Fig. 1: pin map
Scale: 8 px per µm. Pins as bars across the die edge, other pins in gray.
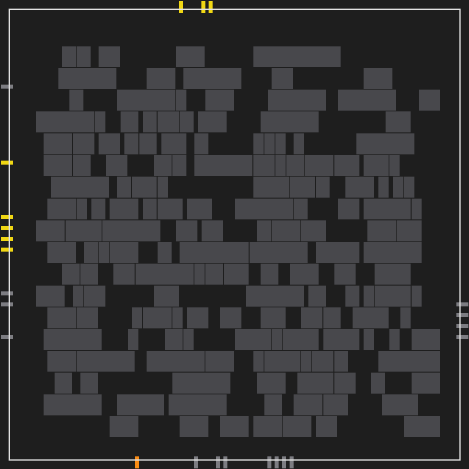
Fig. 2: congestion heat map
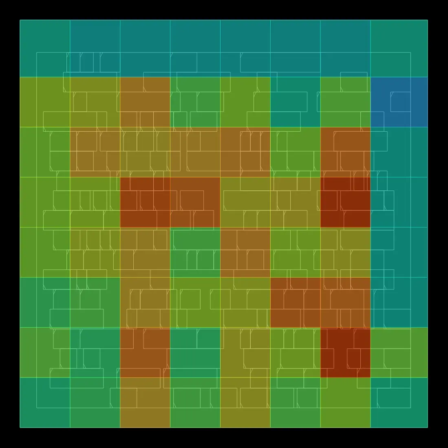
Fig. 3: routed metal per tile
Scale: 6 px per µm. The die is cut into 11 by 11 equal tiles; dark blue is low, red is high, scaled to the fullest tile. Values are wire area over tile area, all layers added.
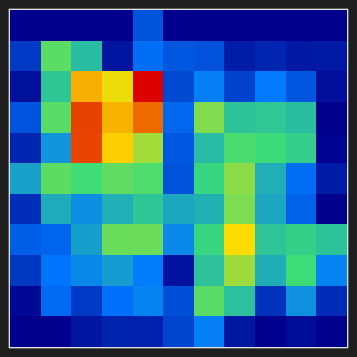
--- config.mk ---
export PLATFORM = sky130hd
export DESIGN_NAME = dbnc_gea1
export DESIGN_NICKNAME = d
export VERILOG_FILES = /design/src/rtl/dbnc_gea1.sv
export SDC_FILE = /design/constraint.sdc
export NUM_CORES = 1
export LEC_CHECK = 0
export CORE_MARGIN = 2
export CORE_UTILIZATION = 46
export CTS_CLUSTER_DIAMETER = 40
export DETAILED_ROUTE_END_ITERATION = 8
export GPL_ROUTABILITY_DRIVEN = 0
export MAX_ROUTING_LAYER = met4
export PLACE_DENSITY = 0.75
export SYNTH_ARGS = -nofsm -noshare
export SYNTH_HDL_FRONTEND = slang
export SYNTH_SLANG_ARGS = --single-unit
--- constraint.sdc ---
create_clock -name clk -period 2.9 [get_ports clk]
set_input_delay 0.725 -clock clk [delete_from_list [all_inputs] [get_ports clk]]
set_output_delay 0.725 -clock clk [all_outputs]
set_load 0.03 [all_outputs]
--- src/rtl/dbnc_gea1.sv ---
// dbnc_gea1 - level-input qualifier.
// A raw asynchronous level passes through a two-flop synchroniser. A new value
// must then hold for thr consecutive clocks before the filtered output y follows
// it. Each change of y produces a one-cycle rise/fall pulse and advances a
// saturating event counter.
module dbnc_gea1 #(
  parameter int CNT_W = 8,
  parameter int EVT_W = 8
) (
  input  logic             clk,
  input  logic             rst_n,
  input  logic             a,
  input  logic [CNT_W-1:0] thr,
  input  logic             clr,
  output logic             y,
  output logic             rise,
  output logic             fall,
  output logic             busy,
  output logic [EVT_W-1:0] evt_cnt
);

  typedef enum logic {
    ST_IDLE = 1'b0,
    ST_QUAL = 1'b1
  } state_t;

  logic             r_s1;
  logic             r_s2;
  state_t           r_state;
  logic [CNT_W-1:0] r_cnt;
  logic             r_y;
  logic             r_rise;
  logic             r_fall;
  logic             r_busy;
  logic [EVT_W-1:0] r_evt;

  logic [CNT_W-1:0] w_thr_eff;
  logic [CNT_W:0]   w_cnt_inc;
  logic             w_mismatch;
  logic             w_toggle;

  // Effective threshold (0 means 1), next mismatch count, and the toggle decision.
  always_comb begin
    w_thr_eff  = (thr == {CNT_W{1'b0}}) ? CNT_W'(1) : thr;
    w_cnt_inc  = {1'b0, r_cnt} + (CNT_W+1)'(1);
    w_mismatch = (r_s2 != r_y);
    w_toggle   = 1'b0;
    case (r_state)
      ST_IDLE: begin
        if (w_mismatch && (w_thr_eff == CNT_W'(1))) begin
          w_toggle = 1'b1;
        end else begin
          w_toggle = 1'b0;
        end
      end
      ST_QUAL: begin
        // The count comparison is re-evaluated every cycle against the live
        // threshold, so lowering thr mid-qualification takes effect at once.
        if (w_mismatch && (w_cnt_inc >= {1'b0, w_thr_eff})) begin
          w_toggle = 1'b1;
        end else begin
          w_toggle = 1'b0;
        end
      end
      default: w_toggle = 1'b0;
    endcase
  end

  // Synchroniser, qualification FSM, filtered level and edge pulses.
  always_ff @(posedge clk) begin
    if (!rst_n) begin
      r_s1    <= 1'b0;
      r_s2    <= 1'b0;
      r_state <= ST_IDLE;
      r_cnt   <= {CNT_W{1'b0}};
      r_y     <= 1'b0;
      r_rise  <= 1'b0;
      r_fall  <= 1'b0;
      r_busy  <= 1'b0;
    end else begin
      r_s1   <= a;
      r_s2   <= r_s1;
      r_rise <= 1'b0;
      r_fall <= 1'b0;
      case (r_state)
        ST_IDLE: begin
          if (w_toggle) begin
            r_y     <= ~r_y;
            r_rise  <= ~r_y;
            r_fall  <= r_y;
            r_state <= ST_IDLE;
            r_cnt   <= {CNT_W{1'b0}};
            r_busy  <= 1'b0;
          end else if (w_mismatch) begin
            r_state <= ST_QUAL;
            r_cnt   <= CNT_W'(1);
            r_busy  <= 1'b1;
          end else begin
            r_state <= ST_IDLE;
            r_cnt   <= {CNT_W{1'b0}};
            r_busy  <= 1'b0;
          end
        end
        ST_QUAL: begin
          if (!w_mismatch) begin
            // Glitch ended before qualifying: drop it silently.
            r_state <= ST_IDLE;
            r_cnt   <= {CNT_W{1'b0}};
            r_busy  <= 1'b0;
          end else if (w_toggle) begin
            r_y     <= ~r_y;
            r_rise  <= ~r_y;
            r_fall  <= r_y;
            r_state <= ST_IDLE;
            r_cnt   <= {CNT_W{1'b0}};
            r_busy  <= 1'b0;
          end else begin
            r_state <= ST_QUAL;
            r_cnt   <= (&r_cnt) ? r_cnt : w_cnt_inc[CNT_W-1:0];
            r_busy  <= 1'b1;
          end
        end
        default: begin
          r_state <= ST_IDLE;
          r_cnt   <= {CNT_W{1'b0}};
          r_busy  <= 1'b0;
        end
      endcase
    end
  end

  // Saturating toggle counter; clear has priority over a same-cycle toggle.
  always_ff @(posedge clk) begin
    if (!rst_n) begin
      r_evt <= {EVT_W{1'b0}};
    end else if (clr) begin
      r_evt <= {EVT_W{1'b0}};
    end else if (w_toggle && !(&r_evt)) begin
      r_evt <= r_evt + EVT_W'(1);
    end else begin
      r_evt <= r_evt;
    end
  end

  assign y       = r_y;
  assign rise    = r_rise;
  assign fall    = r_fall;
  assign busy    = r_busy;
  assign evt_cnt = r_evt;

endmodule
==> out/metrics.yaml <==
routing:
  ant_nets: 0
  via_per_inst: 5.57
  first_iter_violations: 13
  detail_route.drc_violations: 0
layout:
  final_core_util_pct: 65.0
  antennaDiodeCount: 0
  area_growth_pct: 31.0
  fin_area_mm2: 0.00164
  mostFrequentLayoutCells: "21 x dfxtp_1, 21 x clkdlybuf4s50_1, 11 x nand2_1, 10 x inv_1, 10 x ha_1"
  fillers: 222
synth:
  aoi_share_pct: 18.2
  synth_top_area_share_pct: 35.2
  topCombFamilyByArea: "simple AND/OR/NAND/NOR gates"
  area_leaders: "dfxtp_1 35%, ha_1 10%, a21oi_1 3.6%"
  synth_cell_types: 40
  synth_top_cell_by_area: "dfxtp_1"
  yosys_cells: 137
worst_setup_path:
  r2r_end: "evt_cnt[4]"
  cp_max_fo: 18
  endpoint: "r_cnt[0]"
  worstReg2RegStart: "r_cnt[1]"
  worstPathCellList: "clkdlybuf4s50_1 -> nor4_4 -> a21o_1 -> ha_1 -> nand2b_1 -> a211o_1 -> a211oi_4 -> buf_4 -> nor2_1 -> a211oi_1"
  critPathMaxStageDelay_ns: 0.46
  arrival_ns: 2.98
  cpMaxStageDelayCell: "clkdlybuf4s50_1"
power_and_ir_drop:
  p_total_w: 0.000592
  powerDensity_mw_per_mm2: 361
  p_leak_nw: 0.656
  p_switching_w: 0.000122
cts:
  clock_path_buffers: 2
  post-cts-setup-buffers: 1
  cts_buffers: 3
  cts.sinks: 22
timing:
  fin_crit_sh_pct: 95.0
  skew_ns: 0.00604
  min_period_ns: 2.75
  max_slew_margin_pct: 79.0
placed_design:
  placed_area_mm2: 0.00153
floorplan:
  core-area_mm2: 0.00252
  die-width_um: 56.2
grt:
  top_usage_layer: "met2"
  gr-usage-met1_pct: 21.1
  grt.total_usage_pct: 19.1
  grt_antenna_before_repair: 0
status:
  status: "completed"
flow_run:
  warnings: 26
  drv_cap: 0
-- Fig. 1 (at the start) --
[evt_cnt] yellow | pins: 8 | direction: output | edge: 5 left, 3 top
[y] orange | pins: 1 | direction: output | edge: bottom
all pins by edge: 9 left, 8 bottom, 4 right, 3 top

-- Fig. 2 (at the start) --
Avg WL per Cell: 13.8 µm
M2 GR Usage: 34.6%

-- Fig. 3 (at the start) --
tiles over half the peak: 21%
emptiest ninth of the die: upper right
mean over tiles: 0.13
nearly empty tiles: 15%

## routing by layer
metal | vias up | part of all wire [%]
li1 | 563 | -
met1 | 524 | 40
met2 | 20 | 56
met3 | 2 | 3.2
met4 | 0 | 0.55
met5 | - | 0
## cell type report
type	count	share of cell area, %
Clock buffer	3	1.37
Tap cell	30	2.29
Clock inverter	1	1.83
Sequential cell	22	27.1
Timing Repair Buffer	30	17.6
Multi-Input combinational cell	103	47.6
Inverter	10	2.29
## power by group through the flow
stage,Sequential [W],Combinational (W),Clock [W]
3_5_place_dp,0.000314,0.0000477,0
6_report,0.000306,0.0000511,0.000235
2_1_floorplan,0.000314,0.0000222,0
5_1_grt,0.000307,0.0000563,0.000256
3_3_place_gp,0.000314,0.0000461,0
4_1_cts,0.000307,0.0000485,0.000240
Power figures rest on the tool's default switching activity, not on a simulated workload.
